`src/rtl/demux_pkg.sv`:
```
// Shared definitions for the demux_stream block: select-width helper,
// drop counter sizing and the per-slot state encoding.
// Imported by demux_slot and demux_stream.
package demux_pkg;

  // Width of the saturating drop counter and its ceiling.
  localparam int DROP_CNT_W = 8;
  localparam logic [DROP_CNT_W-1:0] DROP_CNT_MAX = '1;

  // One-entry holding slot: either empty or holding a word.
  typedef enum logic {
    SLOT_EMPTY = 1'b0,
    SLOT_FULL  = 1'b1
  } slot_state_e;

  // $clog2 that never returns 0, so a select bus is always at least 1 bit.
  function automatic int clog2_min1(input int n);
    return (n <= 2) ? 1 : $clog2(n);
  endfunction

endpackage

```
`src/rtl/demux_slot.sv`:
```
// One-entry output holding register with valid/ready drain.
// Latency: load -> valid one cycle later. Backpressure: holds its word while ready=0;
// a draining slot may be reloaded in the same cycle for full throughput.
// Ports: clk, clr_n (sync active-low), load/load_data (write strobe + word),
//        ready (sink accepts), valid (slot full), data (slot word, 0 when empty if ZERO_IDLE).
module demux_slot
  import demux_pkg::*;
#(
  parameter int WIDTH     = 4,
  parameter bit ZERO_IDLE = 1'b1
) (
  input  logic             clk,
  input  logic             clr_n,
  input  logic             load,
  input  logic [WIDTH-1:0] load_data,
  input  logic             ready,
  output logic             valid,
  output logic [WIDTH-1:0] data
);

  slot_state_e      state_q;
  slot_state_e      state_d;
  logic [WIDTH-1:0] data_q;

  always_ff @(posedge clk) begin
    if (!clr_n) begin
      state_q <= SLOT_EMPTY;
    end else begin
      state_q <= state_d;
    end
  end

  // A drain with a simultaneous load keeps the slot full.
  always_comb begin
    state_d = state_q;
    case (state_q)
      SLOT_EMPTY: if (load) state_d = SLOT_FULL;
      SLOT_FULL:  if (ready && !load) state_d = SLOT_EMPTY;
    endcase
  end

  // Data is only written on load; the top guarantees load only when the slot is free.
  always_ff @(posedge clk) begin
    if (!clr_n) begin
      data_q <= '0;
    end else if (load) begin
      data_q <= load_data;
    end
  end

  assign valid = (state_q == SLOT_FULL);
  assign data  = (ZERO_IDLE && (state_q == SLOT_EMPTY)) ? '0 : data_q;

endmodule

```
`src/rtl/demux_stream.sv`:
```
// Registered 1:N stream demultiplexer with unicast/broadcast routing and per-channel slots.
// Latency: 1 cycle from accept to out_valid. Backpressure: in_ready drops only when a
// targeted slot is full and not draining; broadcast waits for every slot to be free.
// Ports: clk, clr_n (sync active-low); in_valid/in_ready/in_data/in_sel/in_bcast upstream;
//        out_valid/out_ready/out_data per channel (channel k at [k*WIDTH +: WIDTH]);
//        err_sel (one-cycle pulse on dropped out-of-range select), drop_cnt (saturating).
module demux_stream
  import demux_pkg::*;
#(
  parameter int WIDTH     = 4,
  parameter int N_OUT     = 4,
  parameter bit ZERO_IDLE = 1'b1
) (
  input  logic                         clk,
  input  logic                         clr_n,
  input  logic                         in_valid,
  output logic                         in_ready,
  input  logic [WIDTH-1:0]             in_data,
  input  logic [clog2_min1(N_OUT)-1:0] in_sel,
  input  logic                         in_bcast,
  output logic [N_OUT-1:0]             out_valid,
  input  logic [N_OUT-1:0]             out_ready,
  output logic [N_OUT*WIDTH-1:0]       out_data,
  output logic                         err_sel,
  output logic [DROP_CNT_W-1:0]        drop_cnt
);

  localparam int SEL_W = clog2_min1(N_OUT);

  logic [N_OUT-1:0]      tmask;
  logic [N_OUT-1:0]      free;
  logic [N_OUT-1:0]      load;
  logic                  sel_bad;
  logic                  accept;
  logic                  err_q;
  logic [DROP_CNT_W-1:0] drop_q;

  // Target decode. An out-of-range select yields an empty mask, which makes
  // in_ready trivially 1 so the word is swallowed instead of stalling upstream.
  always_comb begin
    tmask   = '0;
    sel_bad = 1'b0;
    for (int k = 0; k < N_OUT; k++) begin
      tmask[k] = in_bcast | (int'(in_sel) == k);
    end
    if (!in_bcast && (int'(in_sel) >= N_OUT)) begin
      sel_bad = 1'b1;
    end
  end

  // in_ready depends only on select, broadcast and slot status, never on in_valid.
  assign free     = ~out_valid | out_ready;
  assign in_ready = &(free | ~tmask);
  assign accept   = in_valid & in_ready;
  assign load     = {N_OUT{accept}} & tmask;

  for (genvar k = 0; k < N_OUT; k++) begin : g_slot
    demux_slot #(
      .WIDTH    (WIDTH),
      .ZERO_IDLE(ZERO_IDLE)
    ) u_slot (
      .clk      (clk),
      .clr_n    (clr_n),
      .load     (load[k]),
      .load_data(in_data),
      .ready    (out_ready[k]),
      .valid    (out_valid[k]),
      .data     (out_data[k*WIDTH +: WIDTH])
    );
  end

  always_ff @(posedge clk) begin
    if (!clr_n) begin
      err_q  <= 1'b0;
      drop_q <= '0;
    end else begin
      err_q <= accept & sel_bad;
      if (accept && sel_bad && (drop_q != DROP_CNT_MAX)) begin
        drop_q <= drop_q + 1'b1;
      end
    end
  end

  assign err_sel  = err_q;
  assign drop_cnt = drop_q;

  // SEL_W documents the select width for readers; tie it into a trivial check
  // so the localparam is not reported as unused.
  if (SEL_W < 1) begin : g_bad_sel_w
    $error("demux_stream: select width must be at least 1");
  end

endmodule

```
`config.mk`:
```
export PLATFORM = sky130hd
export DESIGN_NAME = demux_stream
export DESIGN_NICKNAME = d
export VERILOG_FILES = /design/src/rtl/demux_pkg.sv /design/src/rtl/demux_slot.sv /design/src/rtl/demux_stream.sv
export SDC_FILE = /design/constraint.sdc
export NUM_CORES = 1
export LEC_CHECK = 0
export CAP_MARGIN = 30
export CORE_AREA = 2 2 65 52
export CTS_CLUSTER_SIZE = 40
export DETAILED_ROUTE_END_ITERATION = 7
export DIE_AREA = 0 0 67 54
export PLACE_DENSITY_LB_ADDON = 0.3
export SYNTH_ARGS = -nofsm -noshare
export SYNTH_HDL_FRONTEND = slang
export SYNTH_SLANG_ARGS = --single-unit
```
`constraint.sdc`:
```
create_clock -name clk -period 1.3 [get_ports clk]
set_input_delay 0.26 -clock clk [delete_from_list [all_inputs] [get_ports clk]]
set_output_delay 0.26 -clock clk [all_outputs]
set_load 0.05 [all_outputs]
```
### Wires at chosen ports, followed through buffers

Scale: 4 px per um.
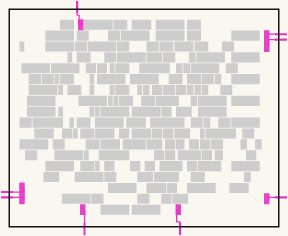
Key: magenta = `drop_cnt` [bits 8, direction output, edge 3 right, 2 left, 2 bottom, 1 top, end cells 8, wire 29.4 um]
input/output buffers: 34
number of ports placed on the die boundary: 44

### Wiring by layer

Scale: 4 px per um. Two of the layers only.
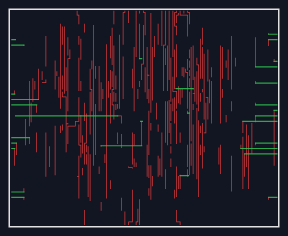
Key: green = met3 [wire length 132 um]; red = met2 [wire length 1480 um]
total length of routed wires: 2782 um
Overall Global Routing Usage: 16.47%
drt wl/cell: 13.06 um
vias: 1000

==> notes.md <==
Implementation results

Per the cell usage report, the commonest logic cell in the layout is sky130_fd_sc_hd__buf_12. The net count of the finished layout is 188. The total placed instance area is 1755 sq um. In the hold timing report, the worst path depth is 2. The area growth from synthesis to layout is 81.08%. Entering global routing, the biggest net connects 12 pins. The biggest area contributor in the post-synthesis netlist is sky130_fd_sc_hd__dfxtp_1. On the reported timing paths, the clock transition at the registers reads 0.07 ns. The sort of element at the start of the critical path is an input port. The reported clock group power is 476 uW. Once iteration 0 of detailed routing completed, the report listed 46 DRC markers. The worst-case reg-to-reg setup slack stands at -0.10 ns.

Counting along the longest clock path gives a buffer depth of 2. For reference, the top cells by count after synthesis are sky130_fd_sc_hd__dfxtp_1, sky130_fd_sc_hd__and2_1, sky130_fd_sc_hd__buf_4, sky130_fd_sc_hd__mux2i_1, sky130_fd_sc_hd__nand2_1. The synthesized design contains 0 enable-type register cells. The number of library cell types mapped by synthesis is 26. The number of antenna diodes in the final layout is 0. Summed over all nets, the switching power comes to 539.6 uW.

The floorplan report lists the tap cell count as 40. The part of the total power dissipated in the clock network is 27.7%. The fraction of synthesized cell area in xor and xnor cells is 0%.

The type of the most critical hold path is reg2reg. The post-cts resize count is 61. The final reports fail on negative setup slack.

Per the final report, the share of cell area in non-clock buffers is 35.78%. The class of the most critical setup path is in2out. The number of buffers and inverters on the critical path is 2. The count of nets left with antenna violations once routing finished came out at 0. By area the synthesized netlist is led by sky130_fd_sc_hd__dfxtp_1, sky130_fd_sc_hd__mux2i_1, sky130_fd_sc_hd__and2_1.

In this run, flip-flops and latches consume 39.6% of the power. The top cell types in the final layout, fill and taps aside, are sky130_fd_sc_hd__buf_12, sky130_fd_sc_hd__and2_4, sky130_fd_sc_hd__dfxtp_1. Of the available clock period, the critical path in the final layout requires 111.2%. STA puts the critical path data arrival time at 1.19 ns.

Looking at the clock tree report, the root buffer type is sky130_fd_sc_hd__clkbuf_8. The post-route setup TNS is -0.9458 ns. The share of synthesized area spent on multiplexers is 11.01%. The yosys synthesis chip area is 1091 sq um.

The number of maximum-capacitance violations recorded for the run is 0. The design has 20 sequential cells. The adder and majority gate portion of the synthesized area is 0%. Per the skew report, the later register of the worst-skew pair sees a clock latency of 0.26 ns. TritonCTS created 3 clock buffers. In this run the critical register-to-register path is launched from g_slot[1].u_slot.valid$_SDFF_PN0_. Max-slew check failures listed in the final report amount to 0. The share of final layout cell area taken by clock buffers and inverters is 2.787%. The run finished, with violations left. The cell type of the slowest stage on the worst timing path is sky130_fd_sc_hd__and2b_1.

Clock buffers in the final layout number 4. Per the summary, power density relative to cell area is 870.9 nW/um^2. Among the non-sequential cells, simple AND/OR/NAND/NOR gates take the most area. The worst register-to-register path depth is 6.

In this run the worst path has a maximum fanout of 4. STA lists the endpoint of the worst register-to-register path as g_slot[1].u_slot.data_q[1]$_SDFFE_PN0P_. The post-layout worst setup margin is -0.1458 ns.

The post-layout instance area is 1976 sq um. The hold path startpoint is g_slot[2].u_slot.data_q[1]$_SDFFE_PN0P_. Endpoints failing hold in the final report were tallied at 0. Broken down by cell family, the worst path's largest delay share belongs to simple AND/OR/NAND/NOR gates. Per the final layout report, the fraction of cells sized above drive strength 1 comes to 51.45%.

Before antenna repair, the detailed router went through 4 iterations. The non-clock inverter total of the final layout is 1. The core utilization at floorplan is 35.62%.

The maximum single-stage delay on the critical path is 0.23 ns. The routed design shows a via density per instance of 4.695. Warnings raised by the tools during the run amount to 29. The register share after synthesis is 36.70%. The worst endpoint required time is 1.04 ns.

The CTS sink count is 20. The design draws 1.721 mW. The worst slack at placement is -0.6946 ns.

The TritonCTS clock tree is done. The tightest hold margin is 0.4557 ns. The fraction of area in multi-input gates is 38.19%. The sequential cells in the finished layout cover a total of 405.4 sq um. The final non-filler cell total is 213. Synthesis produced 121 cells. Per the OpenROAD power report, leakage power amounts to 0.8455 nW. Counting I/O delays and the setup requirement, the final critical path takes 1.446 ns.

The via count of the first global-routing pass is 970. The number of failing setup endpoints in the final timing report is 19. The total internal power is 1.181 mW. The dominant kind of cell by area is combinational gates. Yosys reported a register bit count of 20. Summing the areas of all compound-gate instances in the mapped netlist gives 11.70% of the synthesized area. The share of Yosys cell area claimed by the top area cell type is 36.70%. Counting the fill cells in the layout gives 247. The total grt overflow is 0.

The combined area of the multi-input logic cells is 754.5 sq um.
### Ports around the boundary

Scale: 8 px per um. Pins as bars across the die edge, other pins in gray.
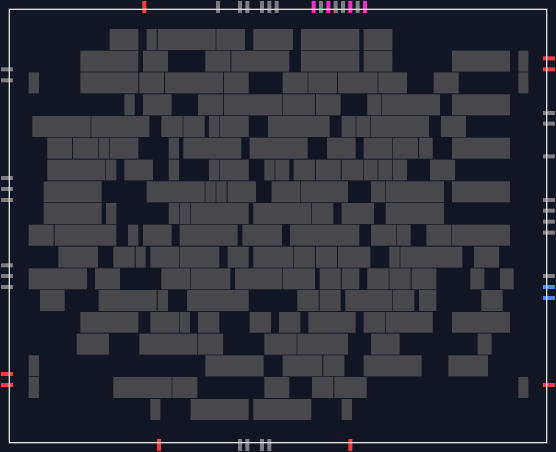
Key: magenta = `in_data` [pins 4, direction input, edge top]; red = `drop_cnt` [pins 8, direction output, edge 3 right, 2 left, 2 bottom, 1 top]; blue = `in_sel` [pins 2, direction input, edge right]
die width: 67 um
height of the die: 54 um

### Placed standard cells

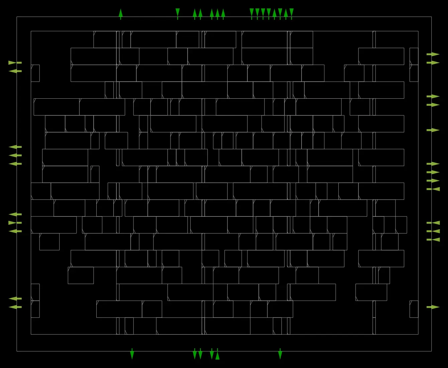
final cell utilization of the core: 64.50%
number of core rows: 18
fraction of area in registers: 20.52%
core region area: 3063 sq um

-- worst max path at each step --
stage | end | slack [ns] | depth (start not counted)
floorplan | g_slot[0].u_slot.data_q[0]$_SDFFE_PN0P_ | -0.02 | 5
global placement | g_slot[0].u_slot.data_q[3]$_SDFFE_PN0P_ | -0.64 | 6
detailed placement | g_slot[0].u_slot.data_q[2]$_SDFFE_PN0P_ | -0.69 | 6
CTS | in_ready | -0.17 | 5
global route | in_ready | -0.18 | 5
finish | in_ready | -0.15 | 6
-- sequential cells by signal, indices dropped and copies added, names as in the netlist --
name and count:
g_slot.u_slot.data_q 16, g_slot.u_slot.valid 4
-- metal layers --
metal  track usage (%)  up-vias  wire [um]
met4             9.184        0         50
met1             18.03      479       1120
li1                  -      484          -
met5                 0        -          0
met3             3.556        6        131
met2             29.87       31       1479
Power figures rest on the tool's default switching activity, not on a simulated workload.
